<file path="config.mk">
export PLATFORM = sky130hd
export DESIGN_NAME = pc_sequencer
export DESIGN_NICKNAME = d
export VERILOG_FILES = /design/src/rtl/pc_sequencer_pkg.sv /design/src/rtl/pc_sequencer_instret.sv /design/src/rtl/pc_sequencer.sv
export SDC_FILE = /design/constraint.sdc
export NUM_CORES = 1
export LEC_CHECK = 0
export CORE_MARGIN = 3
export CORE_UTILIZATION = 25
export DETAILED_ROUTE_END_ITERATION = 8
export SYNTH_ARGS = -nofsm -noshare
export SYNTH_HDL_FRONTEND = slang
export SYNTH_HIERARCHICAL = 1
export SYNTH_SLANG_ARGS = --single-unit
</file>
<file path="constraint.sdc">
create_clock -name clk -period 2.8 [get_ports clk]
set_input_delay 0.56 -clock clk [delete_from_list [all_inputs] [get_ports clk]]
set_output_delay 0.56 -clock clk [all_outputs]
set_load 0.005 [all_outputs]
</file>
<file path="src/rtl/pc_sequencer_pkg.sv">
// Shared types and constants for the PC sequencer: FSM states, PC mux selects, default vectors.
// The TRAP state exists only when PC_MISALIGN_TRAP_EN is defined.
package pc_sequencer_pkg;

   typedef enum logic [1:0] {
      ST_IDLE  = 2'b00,
      ST_FETCH = 2'b01,
      ST_EXEC  = 2'b10
`ifdef PC_MISALIGN_TRAP_EN
      ,ST_TRAP = 2'b11
`endif
   } state_e;

   typedef enum logic [1:0] {
      SEL_PC4    = 2'b00,
      SEL_BRANCH = 2'b01,
      SEL_ALU    = 2'b10
   } addr_sel_e;

   localparam logic [31:0] DEFAULT_RESET_VECTOR = 32'h0000_0000;
   localparam logic [31:0] DEFAULT_TRAP_VECTOR  = 32'h0000_0100;

endpackage

</file>
<file path="src/rtl/pc_sequencer_instret.sv">
// Retired-instruction counter: 32-bit, wraps modulo 2^32, synchronous clear dominates enable.
module instret_counter
   import pc_sequencer_pkg::*;
(
   input  logic        clk,
   input  logic        clr,
   input  logic        en,
   output logic [31:0] count
);

   logic [31:0] count_q, count_d;

   always_comb begin
      count_d = count_q;
      if (en) count_d = count_q + 32'd1;
   end

   // NOTE: sequential state is only ever assigned with <= so every flop samples pre-edge values.
   always_ff @(posedge clk) begin
      if (clr) count_q <= '0;
      else     count_q <= count_d;
   end

   assign count = count_q;

endmodule

</file>
<file path="src/rtl/pc_sequencer.sv">
// Fetch/execute PC sequencer with next-PC mux and retire counter.
// Define PC_MISALIGN_TRAP_EN to trap on misaligned targets; otherwise targets are forced word-aligned.
module pc_sequencer
   import pc_sequencer_pkg::*;
#(
   parameter logic [31:0] RESET_VECTOR = DEFAULT_RESET_VECTOR,
   parameter logic [31:0] TRAP_VECTOR  = DEFAULT_TRAP_VECTOR
) (
   input  logic        clk,
   input  logic        rst,
   input  logic        stall,
   output logic        imem_req,
   input  logic        imem_ready,
   output logic        instr_valid,
   input  logic        ex_done,
   input  logic        take_pcrel,
   input  logic        take_jalr,
   input  logic [31:0] branch_target,
   input  logic [31:0] alu_result,
   output logic [1:0]  address_sel,
   output logic [31:0] pc,
   output logic [31:0] pc_plus4,
   output logic [31:0] instret,
   output logic        trap
);

   state_e      state_q, state_d;
   logic [31:0] pc_q, pc_d;
   logic        instr_valid_q, instr_valid_d;
   logic        retire;
   addr_sel_e   sel;
   logic [31:0] target_raw, target;

   assign pc_plus4 = pc_q + 32'd4;

   // JALR wins over a simultaneous PC-relative redirect.
   always_comb begin
      sel = SEL_PC4;
      if (state_q == ST_EXEC) begin
         if (take_jalr)       sel = SEL_ALU;
         else if (take_pcrel) sel = SEL_BRANCH;
      end
   end

   always_comb begin
      unique case (sel)
         SEL_BRANCH: target_raw = branch_target;
         SEL_ALU:    target_raw = alu_result & ~32'h1;
         default:    target_raw = pc_plus4;
      endcase
   end

`ifdef PC_MISALIGN_TRAP_EN
   logic misaligned;
   assign target     = target_raw;
   assign misaligned = |target_raw[1:0];
   assign trap       = (state_q == ST_TRAP);
`else
   assign target = target_raw & ~32'h3;
   assign trap   = 1'b0;
`endif

   // NOTE: every variable gets a default before the case so no path leaves it unassigned (no latches).
   always_comb begin
      state_d       = state_q;
      pc_d          = pc_q;
      instr_valid_d = 1'b0;
      retire        = 1'b0;
      unique case (state_q)
         ST_IDLE: state_d = ST_FETCH;
         ST_FETCH: begin
            if (imem_ready && !stall) begin
               state_d       = ST_EXEC;
               instr_valid_d = 1'b1;
            end
         end
         ST_EXEC: begin
            if (ex_done) begin
`ifdef PC_MISALIGN_TRAP_EN
               if (misaligned) begin
                  state_d = ST_TRAP;
               end else begin
                  pc_d    = target;
                  retire  = 1'b1;
                  state_d = ST_FETCH;
               end
`else
               pc_d    = target;
               retire  = 1'b1;
               state_d = ST_FETCH;
`endif
            end
         end
`ifdef PC_MISALIGN_TRAP_EN
         ST_TRAP: begin
            pc_d    = TRAP_VECTOR;
            state_d = ST_FETCH;
         end
`endif
         default: state_d = ST_IDLE;
      endcase
   end

   always_ff @(posedge clk) begin
      if (rst) begin
         state_q       <= ST_IDLE;
         pc_q          <= RESET_VECTOR;
         instr_valid_q <= 1'b0;
      end else begin
         state_q       <= state_d;
         pc_q          <= pc_d;
         instr_valid_q <= instr_valid_d;
      end
   end

   instret_counter u_instret (
      .clk   (clk),
      .clr   (rst),
      .en    (retire),
      .count (instret)
   );

   assign imem_req    = (state_q == ST_FETCH) && !stall;
   assign instr_valid = instr_valid_q;
   assign address_sel = sel;
   assign pc          = pc_q;

endmodule

</file>
zoom.png
Window x 22 to 47, y 91 to 116 microns. Cells in gray, sequential cells in the stronger gray; small squares are vias.
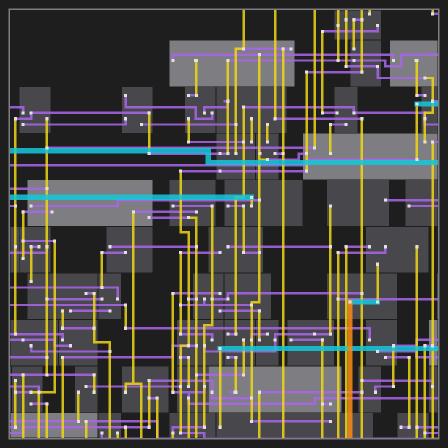
| color | layer |
|---|---|
| purple | met1 |
| cyan | met3 |
| yellow | met2 |
| orange | met4 |
netlist names of flops here include: `pc` (5)
sequential cells in the window: 5
most frequent: a21oi_1 (7), buf_4 (6), nand2_1 (4)
cells with their middle in the window: 44

final_congestion.png
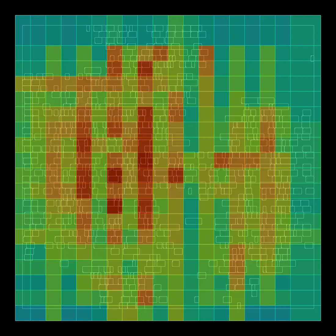
routing usage on met3: 5.55%
post-detailed-route wirelength per cell: 15.9 microns
met2 Usage GRT: 27.2%
Util after Layout: 41.3%
GRT Max-Usage Layer: met2

cell_classes.png
Scale: 3 px per micron.
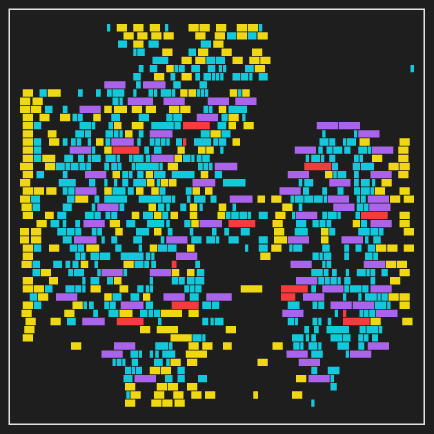
| color | class | cells | share of their area |
|---|---|---|---|
| red | clock drivers and dummy loads | 13 | 3.8% |
| purple | flip-flops | 65 | 20% |
| cyan | all other logic | 446 | 44% |
| yellow | other buffers and delay cells | 221 | 32% |

drive_strength.png
Scale: 3 px per micron.
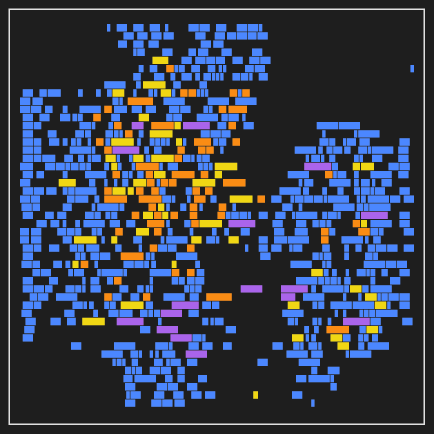
| color | size | cells |
|---|---|---|
| purple | drive 6 and up | 16 |
| orange | drive 3 to 4 | 68 |
| blue | drive 1 or less | 613 |
| yellow | drive 2 | 48 |
total non-filler cell area in the finished layout: 6950 sq um
Worst Setup Slack, final: 0.0801 ns
post-synthesis to final-layout area growth: 59.8%
count of plain and timing-repair buffers in the layout: 221

==> metal layers <==
metal	vias to the layer above	GRT usage (%)
met5	-	0
met4	2	4.61
met3	17	5.55
met2	149	27.2
met1	2180	19.8
li1	2387	-
==> report_power, final <==
part / total (W) / switching, W / internal (W)
clock: 0.000998 / 0.000392 / 0.000606
sequential: 0.000929 / 0.00000237 / 0.000927
combinational: 0.000166 / 0.0000628 / 0.000104
total: 0.00209 / 0.000457 / 0.00164
==> cells in the mapped netlist (5+ instances only) <==
cell type and count:
a21oi_1 27, a22o_1 6, a22oi_1 26, a31oi_1 9
buf_1 5, buf_2 7, buf_4 6, clkbuf_1 29
dfxtp_1 65, inv_1 17, mux2_2 11, nand2_1 48
nand3_1 25, nand4_1 20, nor2_1 55, nor2b_1 11
nor3_1 25, nor4_1 8, o21ai_0 16, o31ai_1 6
or3_1 8, or4_1 8, xnor2_1 21, xor2_1 20
==> what timing repair did <==
| item | 4_1_cts | 5_1_grt |
|---|---|---|
| gates resized | 38 | 20 |
| pin swaps | 12 | 6 |
| buffers inserted | 12 | 3 |
| setup endpoints to repair | 22 | 14 |
==> final timing paths <==
check | startpoint | endpoint | slack [ns] | cells past startpoint
max | pc[6] | pc_plus4[13] | 0.08 | 6
min reg2reg | pc[3] | pc[3] | 0.48 | 2
min | pc[3] | pc[3] | 0.48 | 2
max reg2reg | state_q[1] | u_instret/count[30] | 0.66 | 8
==> registers in the layout, summed over array words and instances, names as in the netlist <==
name and cells:
pc 30, instr_valid 1, state_q 2, u_instret/count 32
==> kinds of logic after synthesis <==
| group | Yosys count | share of synthesized area, % |
|---|---|---|
| buffers and inverters | 67 | 6.74 |
| other | 1 | 0.0863 |
| muxes | 18 | 4.55 |
| and+or+nand+nor | 244 | 31.1 |
| AOI/OAI and AO/OA | 117 | 18.1 |
| adders and majority gates | 4 | 1.15 |
| xor gates and xnor gates | 41 | 8.26 |
| DFF | 65 | 29.9 |
==> cell type report <==
cell class / instances / area share (%)
repair buffers: 221 / 30.8
flip-flops and latches: 65 / 19.0
clock inverters: 1 / 0.0721
clock buffers: 12 / 3.55
well taps: 220 / 3.96
inverters: 17 / 0.919
multi-input cells: 429 / 41.7
==> tightest hold or removal path, cell delays in order (launching register included) <==
cell	delay, ns
dfxtp_2	0.33
nand2_1	0.05
a21oi_1	0.05
==> through the flow <==
stage                     area [sq um]  hold WS (ns)  setup TNS [ns]
after global routing              6950         0.523       -0.000659
final                             6950         0.480               0
after global placement            6420         0.484               0
after CTS                         6850         0.484        -0.00552
after floorplan                   4360         0.481               0
after detailed placement          6420         0.488               0
==> run summary <==
Notes on the physical implementation.

- The run finished with clean final reports.
- Across all stage logs, warnings added up to 33.
- The met3 routed wirelength is about 1200 microns, for reference.
- Setup repair after global routing could not meet its margin everywhere.
- The category of the critical setup timing path is reg -> out, for reference.
- Global routing finished with a remaining overflow of 0.
- The cell type contributing the most total cell area after synthesis is dfxtp_1, for reference.
- The routed layout has 4735 vias.
- The worst path in the final design needs a cycle of approximately 2.7 ns, including I/O delays and setup.
- The startpoint type of the worst setup path is a flop, for reference.
- After synthesis, the share of flip-flops with an asynchronous set or reset is 0%.
- The arrival time reported for the critical path endpoint is approximately 2.2 ns, for reference.
- The peak clock frequency supported by timing is about 370 MHz, for reference.
- The max-slew violation count is 0, for reference.
- The final timing summary puts the cycle share of the worst path at ~97%.
- The master of the slowest instance on the critical path is clkdlybuf4s50_1, for reference.
- The floorplan core area is 16800 sq um, for reference.
- The routed length on met1 is approximately 6500 microns, for reference.
- The final setup violation count is 0, for reference.
- The number of buffer cells added on primary ports is approximately 160, for reference.
- The peak supply drop is approximately 0.30 mV, for reference.
- For the worst-skew pair, the clock arrives at the later sink with an insertion delay of between 0.3 and 0.4 ns.
- The maximum fanout count along the critical path is 5, for reference.
- Once placement completed, the tool counted placed cells totaling 937.
- By instance count after routing, the leading logic cell types are clkdlybuf4s50_1 (146), buf_4 (53), nor2_1 (52), dfxtp_1 (52), nand2_1 (44).
- The relative slew slack is between 50% and 60%, for reference.
- The number of design rule violations left after detail routing is 0, for reference.
- Per the cell usage report, the commonest logic cell in the layout is clkdlybuf4s50_1.
- Cells with a size suffix above 1 make up approximately 18% of the layout.
- The wire length of the first global-routing pass is 24100 microns, for reference.
- Grouping stages by cell kind, the critical path spends the most delay in buffers and inverters.
- The sum of met2 wire segment lengths after detailed routing is about 7400 microns, for reference.
- For this run, the number of standard cells in the final layout without fillers is 965.
- The most critical min-delay path falls under reg -> reg.
- The clock tree skew after final layout is between 0.008 and 0.009 ns, for reference.
- The overall fraction of global-route tracks in use is 16.3%, for reference.
- The via count of the first global-routing pass is between 4000 and 5000, for reference.
- The row count is roughly 47, for reference.
- The number of distinct library cell variants in the gate-level netlist after synthesis is between 60 and 70, for reference.
- The number of antenna violations at the first check in global routing is 1, for reference.
- The stage delay of the slowest cell on the critical path is around 0.54 ns, for reference.
- The area recorded from the Yosys report for this design is ~4300 sq um.
- In this run the vertical extent of the chip is between 100 and 150 microns.
- The post-detailed-placement half-perimeter wirelength is 11200 microns, for reference.
- For this configuration, the core starts out at a cell density of approximately 26%.
- The via count normalized by instance count is approximately 4.9, for reference.
- The final weighted congestion in routability-driven placement is between 0.8 and 0.9, for reference.
- The power after layout is roughly 0.0021 W, for reference.
- The buffer cell driving the clock tree root is clkbuf_16, for reference.
- The number of flops mapped to enable cells by yosys is 0, for reference.
- The iteration count of the initial detailed-routing pass is 4, for reference.
- The maximum level of the CTS H-tree is 3, for reference.
- At the pin with the least slew margin, the transition time is around 0.68 ns.
- Sorting the synthesized cells by area gives the leading types as dfxtp_1 (30%), nor2_1 (4.8%), a22oi_1 (4.5%), xnor2_1 (4.2%), nand2_1 (4.1%).
- The TritonCTS sink count is between 60 and 70, for reference.
- The number of buffers and inverters on the critical path is 2, for reference.
- The synthesized netlist occupies a cell area of roughly 4300 sq um.
- The count of routing violations after the opening detailed-route iteration is around 220, for reference.
- The predominant post-synthesis flop cell is dfxtp_1, for reference.
- The synthesis report lists the Yosys warning total as 6.
- According to the floorplan report, the die width is between 100 and 150 microns.
- For reference, the final report shows the hold violation count at 0.
- The number of cell instances after yosys synthesis is 557, for reference.
- The sequential cell area in the final layout is around 1300 sq um, for reference.
- After technology mapping, the gate count stands at roughly 560.
- The number of buffers created by CTS is 9, for reference.
- According to the floorplan report, the total die area is 19000 sq um.
- Yosys reported a register bit count of between 60 and 70.
- The number of fill cells in the layout is ~1700, for reference.
- The report puts the hold buffer count at CTS at 0.
- The final-stage net count is 818, for reference.
- The max-cap check violation count is 0, for reference.
- In this run the top signal layer used is met5.
- Per the post-CTS timing run, clock transition at the registers of the reported paths is about 0.050 ns.
Power and IR drop assume default switching activity.
